### src/rtl/rca_pipeline_vr.sv
// Pipelined ripple-carry adder/subtractor with valid/ready flow control and bubble collapsing.
// Define RCA_PIPE_OVF_EN to register signed overflow with the last stage; otherwise ovf is tied 0.
module rca_pipeline_vr #(
  parameter int unsigned Nbits   = 8,
  parameter int unsigned Nstages = 2
) (
  input  logic             clk,
  input  logic             rst_n,
  input  logic             in_valid,
  output logic             in_ready,
  input  logic [Nbits-1:0] a,
  input  logic [Nbits-1:0] b,
  input  logic             cin,
  input  logic             sub,
  output logic             out_valid,
  input  logic             out_ready,
  output logic [Nbits-1:0] sum,
  output logic             cout,
  output logic             ovf
);

  localparam int unsigned W = Nbits / Nstages;

  logic [Nstages-1:0] v;
  logic [Nstages-1:0] adv;
  logic [Nbits-1:0]   b_eff;

  assign b_eff = sub ? ~b : b;

  // adv[k] = !v[k] | adv[k+1] unrolled: a stage moves if the output drains or any stage at/after it is empty
  for (genvar k = 0; k < Nstages; k++) begin : g_adv
    assign adv[k] = out_ready | ~(&v[Nstages-1:k]);
  end

  assign in_ready = adv[0];

  for (genvar k = 0; k < Nstages; k++) begin : g_stage
    localparam int unsigned SW = (k + 1) * W;
    localparam int unsigned BW = Nbits - SW;

    logic [W-1:0]  op_a;
    logic [W-1:0]  op_b;
    logic          c_in;
    logic          v_in;
    logic [W:0]    res;
    logic [SW-1:0] sum_d;
    logic [SW-1:0] sum_q;
    logic          c_q;
    logic          v_q;

    if (k == 0) begin : g_head
      assign op_a  = a[W-1:0];
      assign op_b  = b_eff[W-1:0];
      assign c_in  = sub | cin;
      assign v_in  = in_valid;
      assign sum_d = res[W-1:0];
    end else begin : g_body
      assign op_a  = g_stage[k-1].g_buf.a_q[W-1:0];
      assign op_b  = g_stage[k-1].g_buf.b_q[W-1:0];
      assign c_in  = g_stage[k-1].c_q;
      assign v_in  = g_stage[k-1].v_q;
      assign sum_d = {res[W-1:0], g_stage[k-1].sum_q};
    end

    assign res = {1'b0, op_a} + {1'b0, op_b} + {{W{1'b0}}, c_in};

    always_ff @(posedge clk or negedge rst_n) begin
      if (!rst_n) begin
        v_q   <= 1'b0;
        c_q   <= 1'b0;
        sum_q <= '0;
      end else if (adv[k]) begin
        v_q   <= v_in;
        c_q   <= res[W];
        sum_q <= sum_d;
      end
    end

    assign v[k] = v_q;

    // Skew buffer holds only the operand slices still to be added downstream
    if (BW > 0) begin : g_buf
      logic [BW-1:0] a_d;
      logic [BW-1:0] b_d;
      logic [BW-1:0] a_q;
      logic [BW-1:0] b_q;

      if (k == 0) begin : g_src_in
        assign a_d = a[Nbits-1:W];
        assign b_d = b_eff[Nbits-1:W];
      end else begin : g_src_prev
        assign a_d = g_stage[k-1].g_buf.a_q[BW+W-1:W];
        assign b_d = g_stage[k-1].g_buf.b_q[BW+W-1:W];
      end

      always_ff @(posedge clk or negedge rst_n) begin
        if (!rst_n) begin
          a_q <= '0;
          b_q <= '0;
        end else if (adv[k]) begin
          a_q <= a_d;
          b_q <= b_d;
        end
      end
    end
  end

  assign out_valid = v[Nstages-1];
  assign sum       = g_stage[Nstages-1].sum_q;
  assign cout      = g_stage[Nstages-1].c_q;

`ifdef RCA_PIPE_OVF_EN
  // The top operand slice reaching the last stage carries the sign bits of A and B'
  logic ovf_q;

  always_ff @(posedge clk or negedge rst_n) begin
    if (!rst_n) begin
      ovf_q <= 1'b0;
    end else if (adv[Nstages-1]) begin
      ovf_q <= (g_stage[Nstages-1].op_a[W-1] == g_stage[Nstages-1].op_b[W-1]) &
               (g_stage[Nstages-1].res[W-1] != g_stage[Nstages-1].op_a[W-1]);
    end
  end

  assign ovf = ovf_q;
`else
  assign ovf = 1'b0;
`endif

endmodule

### config.mk
export PLATFORM = sky130hd
export DESIGN_NAME = rca_pipeline_vr
export DESIGN_NICKNAME = d
export VERILOG_FILES = /design/src/rtl/rca_pipeline_vr.sv
export SDC_FILE = /design/constraint.sdc
export NUM_CORES = 1
export LEC_CHECK = 0
export CORE_MARGIN = 5
export CORE_UTILIZATION = 35
export CTS_CLUSTER_DIAMETER = 30
export CTS_CLUSTER_SIZE = 25
export DETAILED_ROUTE_END_ITERATION = 8
export GPL_TIMING_DRIVEN = 0
export PLACE_DENSITY_LB_ADDON = 0.12
export SKIP_LAST_GASP = 1
export SLEW_MARGIN = 15
export SYNTH_ARGS = -nofsm -noshare
export SYNTH_HDL_FRONTEND = slang
export SYNTH_SLANG_ARGS = --single-unit
### constraint.sdc
create_clock -name clk -period 4.02 [get_ports clk]
set_input_delay 1.206 -clock clk [delete_from_list [all_inputs] [get_ports clk]]
set_output_delay 1.206 -clock clk [all_outputs]
set_load 0.05 [all_outputs]
==> reports/metrics.cfg, run 1 <==
[final_layout]
ff_latch_area_um2=601
ff_count=24
num-nonclk-buffers=36
largest_register_ffs=8
logic_gates=73
layout_top_cells=29 x clkdlybuf4s50_1, 24 x dfrtp_1, 10 x a21oi_1
postLayoutCellArea_um2=1670
buffer_area_share_pct=19.8
comb_area_um2=604
seq_area_share_pct=35.9
antenna_cells=0
clockBufferCount=3
stdcell_count=190
drive_above_1_share_pct=13.2

[setup_path]
crit_end=in_ready
reg2reg_to=sum[5]
cp_num_cells=4
worst-r2r-cell-count=4
max_stage_delay_ns=0.55
cp_data_required_time_ns=2.81
crit_path_max_fanout=10
crit_start=out_ready
rrSetupSlack_ns=2.43
path_buffers=3

[drt]
via_count=862
postRouteAntennaNets=0
dr.pass1.iters=4
wl_met1_mm=1.15
top_layer=met4
wl_met2_mm=1.04
dr_wl_met3_um=107
drc_errors=0

[synthesis]
ys.flops=24
async_flop_share_pct=100
top_cell_area_share_pct=47.7
yosys_most_used_dff=dfrtp_1
syn_area_per_cell_um2=11.5
synth.comb.largest_family=adder cells
edf_count=0
yosys_area_um2=1260
yosysMostFrequentCell=dfrtp_1
yosysWarnings=0
synth.largest_area_cell=dfrtp_1
ys_seq_share_pct=47.7
synth.area.top_cells=dfrtp_1 48%, fa_1 6.4%, ha_1 6.0%, mux2_2 5.4%, xor2_1 4.2%
yosys_cells=109
ys_sh_simple_pct=11.0

[floorplanning]
rows=21
ioPinCount=34
die_h_um=70.0
taps=46
die_w_um=70.0
chip_area_um2=4900

[sta]
fmax_mhz=260
slew_headroom_pct=65.1
min_period_ns=3.85
setup_ws_ns=0.170
period_used_pct=95.8
slew_viol_final=0
finClkSkew_ns=0.00847
hold_violations=0

[placement]
hpwl_mm=1.89
placed_area_um2=1630
preCtsSetupSlack_ns=-0.135
gp_congestion=0.722

[clock_network]
cts_hold_buf=0
cts_tree=done
cts_root_buf=clkbuf_4
cts_sinks=24
clk_pin_slew_ns=0.14
htreeDepth=1
clock_latency_ns=0.31
cts_resized=1

[outcome]
status=finished, final reports clean

[global_routing]
antenna_found_initial=0
globalRouteOverflowTotal=0
grt_max_degree=25
grtUsageMet1_pct=14.0

[pwr]
p_seq_share_pct=38.4
p_comb_uw=360
p_sw_uw=321
pg_clk_uw=173
power.leakage_uw=0.000724
swShare_pct=37.1
pwr-share-clk_pct=20.0

[flow_run]
tool_warnings=26

[hold_path]
hold_start=g_stage[0].sum_q[1]
min_to=g_stage[0].sum_q[1]

**Run 1: M2 wires**

Drawn at 4 px/um. Cells faint in the background.
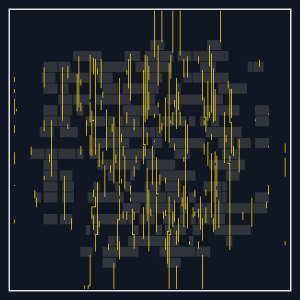
share of all routed wire: 45%
main direction: vertical
wire length on this layer: 1,040 um
nets with wire on the layer: 140
met2 GRT Util: 15.9%
Total Wirelength: 2.34 mm

**Run 1: logic cells by family**

Drawn at 6 px/um.
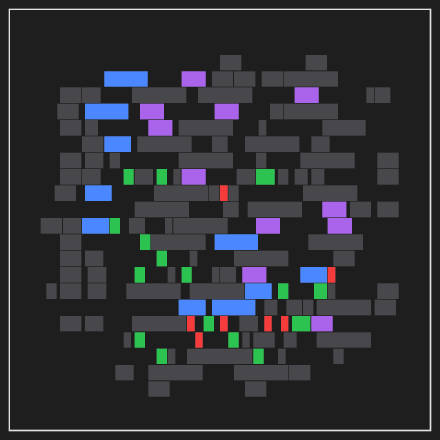
[green] aoi and oai cells | cells: 16
[red] inv cells | cells: 7 | where: bottom center
[purple] mux cells | cells: 11
[blue] fa/ha/maj cells | cells: 10

**Run 1: routing congestion**

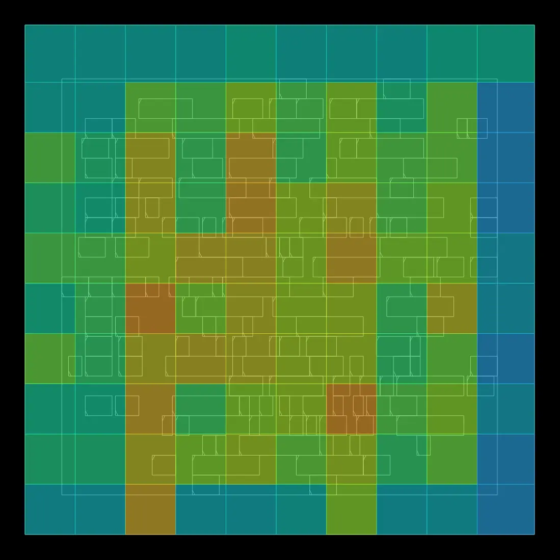
busiest grt layer: met2
drt wl/cell: 12.3 um
All-Layer GR Usage: 10.5%
routing usage on met3: 2.30%

==> run 2: changes to the inputs <==
Settings changed: SETUP_SLACK_MARGIN from default to 0.3.
**Run 2: zoomed window**

Region (15, 29) to (55, 69) um. Cells in gray, sequential cells in the stronger gray; small squares are vias.
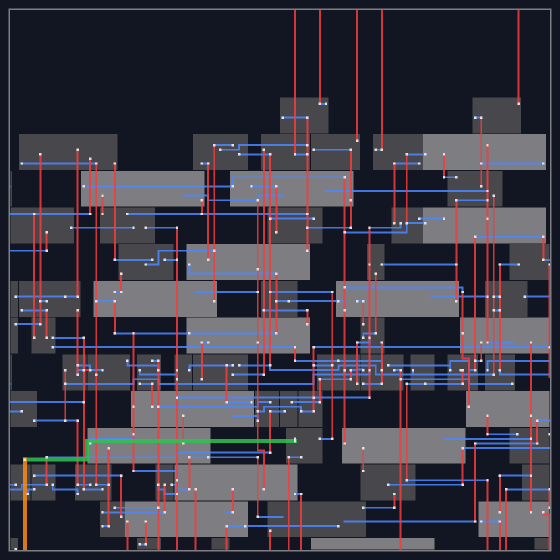
[green] metal 3
[blue] metal 1
[red] metal 2
[orange] metal 4
cells with their middle in the window: 57
netlist names of flops here include: sum (5), g_stage.sum_q (4), g_stage.g_buf.a_q (2)
sequential cells in the window: 16
most frequent: dfrtp_1 (16), mux2_2 (6), clkdlybuf4s50_1 (5)

**Run 2: routing congestion**

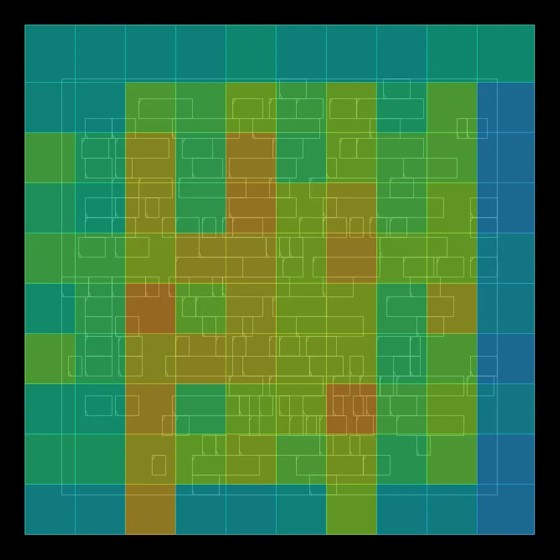
Core Util, Final: 48.9%
M1 GR Usage: 14.0%
drt wl/cell: 12.3 um

==> reports/metrics.cfg, run 2 <==
[final_layout]
largest_register_ffs=8
layout_top_cells=29 x clkdlybuf4s50_1, 24 x dfrtp_1, 10 x a21oi_1
drive_above_1_share_pct=13.9
logic_gates=73
ff_latch_area_um2=601
antenna_cells=0
postLayoutCellArea_um2=1670
comb_area_um2=604
seq_area_share_pct=36.0
clockBufferCount=3
ff_count=24

[setup_path]
crit_path_max_fanout=10
path_buffers=3
crit_start=out_ready
worst-r2r-cell-count=4
reg2reg_to=sum[5]
cp_data_required_time_ns=2.81
crit_end=in_ready
rrSetupSlack_ns=2.43
max_stage_delay_ns=0.50

[pwr]
pwr-share-clk_pct=20.0
pg_clk_uw=173
p_seq_share_pct=38.4
swShare_pct=37.1
p_sw_uw=321

[synthesis]
syn_area_per_cell_um2=11.5
yosys_cells=109
top_cell_area_share_pct=47.7
synth.comb.largest_family=adder cells
async_flop_share_pct=100
ys_sh_simple_pct=11.0
edf_count=0
ys.flops=24
synth.area.top_cells=dfrtp_1 48%, fa_1 6.4%, ha_1 6.0%, mux2_2 5.4%, xor2_1 4.2%
ys_seq_share_pct=47.7

[drt]
top_layer=met4
dr.pass1.iters=4
wl_met2_mm=1.04
dr_wl_met3_um=107
via_count=862
wl_met1_mm=1.15
postRouteAntennaNets=0

[clock_network]
cts_root_buf=clkbuf_4
cts_sinks=24
clock_latency_ns=0.31
cts_hold_buf=0

[placement]
gp_congestion=0.722
preCtsSetupSlack_ns=-0.135
placed_area_um2=1630

[flow_run]
tool_warnings=26

[global_routing]
grt.busiest_layer=met2
grt_max_degree=25
globalRouteOverflowTotal=0
use_met2_pct=15.9

[sta]
period_used_pct=89.4
fmax_mhz=278
setup_ws_ns=0.427
finClkSkew_ns=0.00847
hold_violations=0
slew_headroom_pct=65.1

[floorplanning]
chip_area_um2=4900
ioPinCount=34
die_h_um=70.0
rows=21
die_w_um=70.0

[outcome]
status=finished, final reports clean

[hold_path]
min_to=g_stage[0].sum_q[1]

==> run 3: changes to the inputs <==
Clock period 4.02 ns to 4.05 ns, I/O delays scaled along.
**Run 3: sequential cells grouped by signal name**

Drawn at 6 px/um.
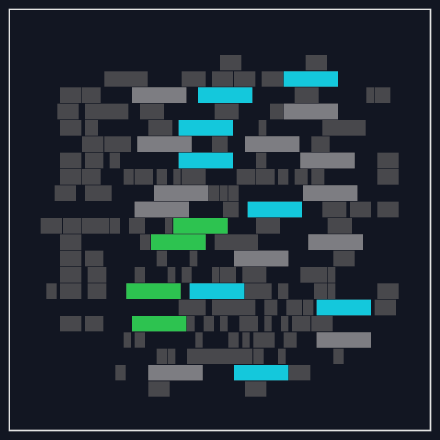
[cyan] sum | placed flops: 8
[green] g_stage.g_buf.b_q | placed flops: 4
Seq/total area: 36.0%
area occupied by registers: 601 um^2
Seq power: 330 uW

**Run 3: zoomed window**

Region (15, 29) to (55, 69) um. Cells in gray, sequential cells in the stronger gray; small squares are vias.
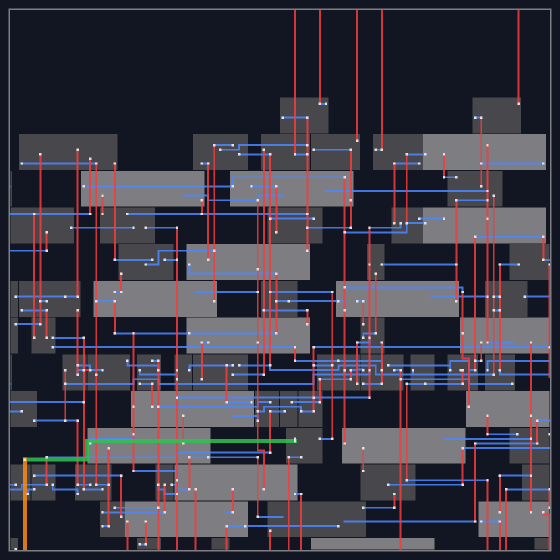
[orange] metal 4
[blue] metal 1
[red] metal 2
[green] metal 3
most frequent: dfrtp_1 (16), mux2_2 (6), clkdlybuf4s50_1 (5)
netlist names of flops here include: sum (5), g_stage.sum_q (4), g_stage.g_buf.a_q (2)
sequential cells in the window: 16
cells with their middle in the window: 57

==> reports/metrics.cfg, run 3 <==
[outcome]
status=finished, final reports clean

[clock_network]
htreeDepth=1
cts_root_buf=clkbuf_4
cts_sinks=24
cts_tree=done
cts_resized=3
clk_pin_slew_ns=0.14

[final_layout]
stdcell_count=190
largest_register_ffs=8
ff_count=24
clockBufferCount=3
comb_area_um2=604
layout_top_cells=29 x clkdlybuf4s50_1, 24 x dfrtp_1, 10 x a21oi_1
buffer_area_share_pct=19.6

[sta]
fmax_mhz=277
min_period_ns=3.61
slew_headroom_pct=65.1
hold_violations=0
setup_ws_ns=0.439
slew_viol_final=0
period_used_pct=89.2

[setup_path]
crit_start=out_ready
crit_path_max_fanout=10
max_stage_delay_ns=0.50
cp_data_required_time_ns=2.83
rrSetupSlack_ns=2.46

[synthesis]
ys_sh_simple_pct=11.0
async_flop_share_pct=100
synth.largest_area_cell=dfrtp_1
yosys_cells=109
yosys_area_um2=1260
ys.flops=24
yosysMostFrequentCell=dfrtp_1
syn_area_per_cell_um2=11.5
yosysWarnings=0
synth.area.top_cells=dfrtp_1 48%, fa_1 6.4%, ha_1 6.0%, mux2_2 5.4%, xor2_1 4.2%

[hold_path]
min_to=g_stage[0].sum_q[1]
hold_start=g_stage[0].sum_q[1]

[drt]
wl_met1_mm=1.15
drc_errors=0
avgRoutedWirePerCell_um=12.3
postRouteAntennaNets=0
top_layer=met4
wl_met2_mm=1.04
dr_wl_met3_um=107

[pwr]
swShare_pct=37.1
pwr-share-clk_pct=20.0
pg_clk_uw=172
p_comb_uw=357

[floorplanning]
ioPinCount=34
rows=21
die_w_um=70.0
taps=46
die_h_um=70.0

[global_routing]
met3_usage_pct=2.30
globalRouteOverflowTotal=0
grt.busiest_layer=met2
grtUsageMet1_pct=14.0

[placement]
preCtsSetupSlack_ns=-0.123
placed_area_um2=1630
hpwl_mm=1.89

No activity file was given, so power comes from the tool's default toggle rates.
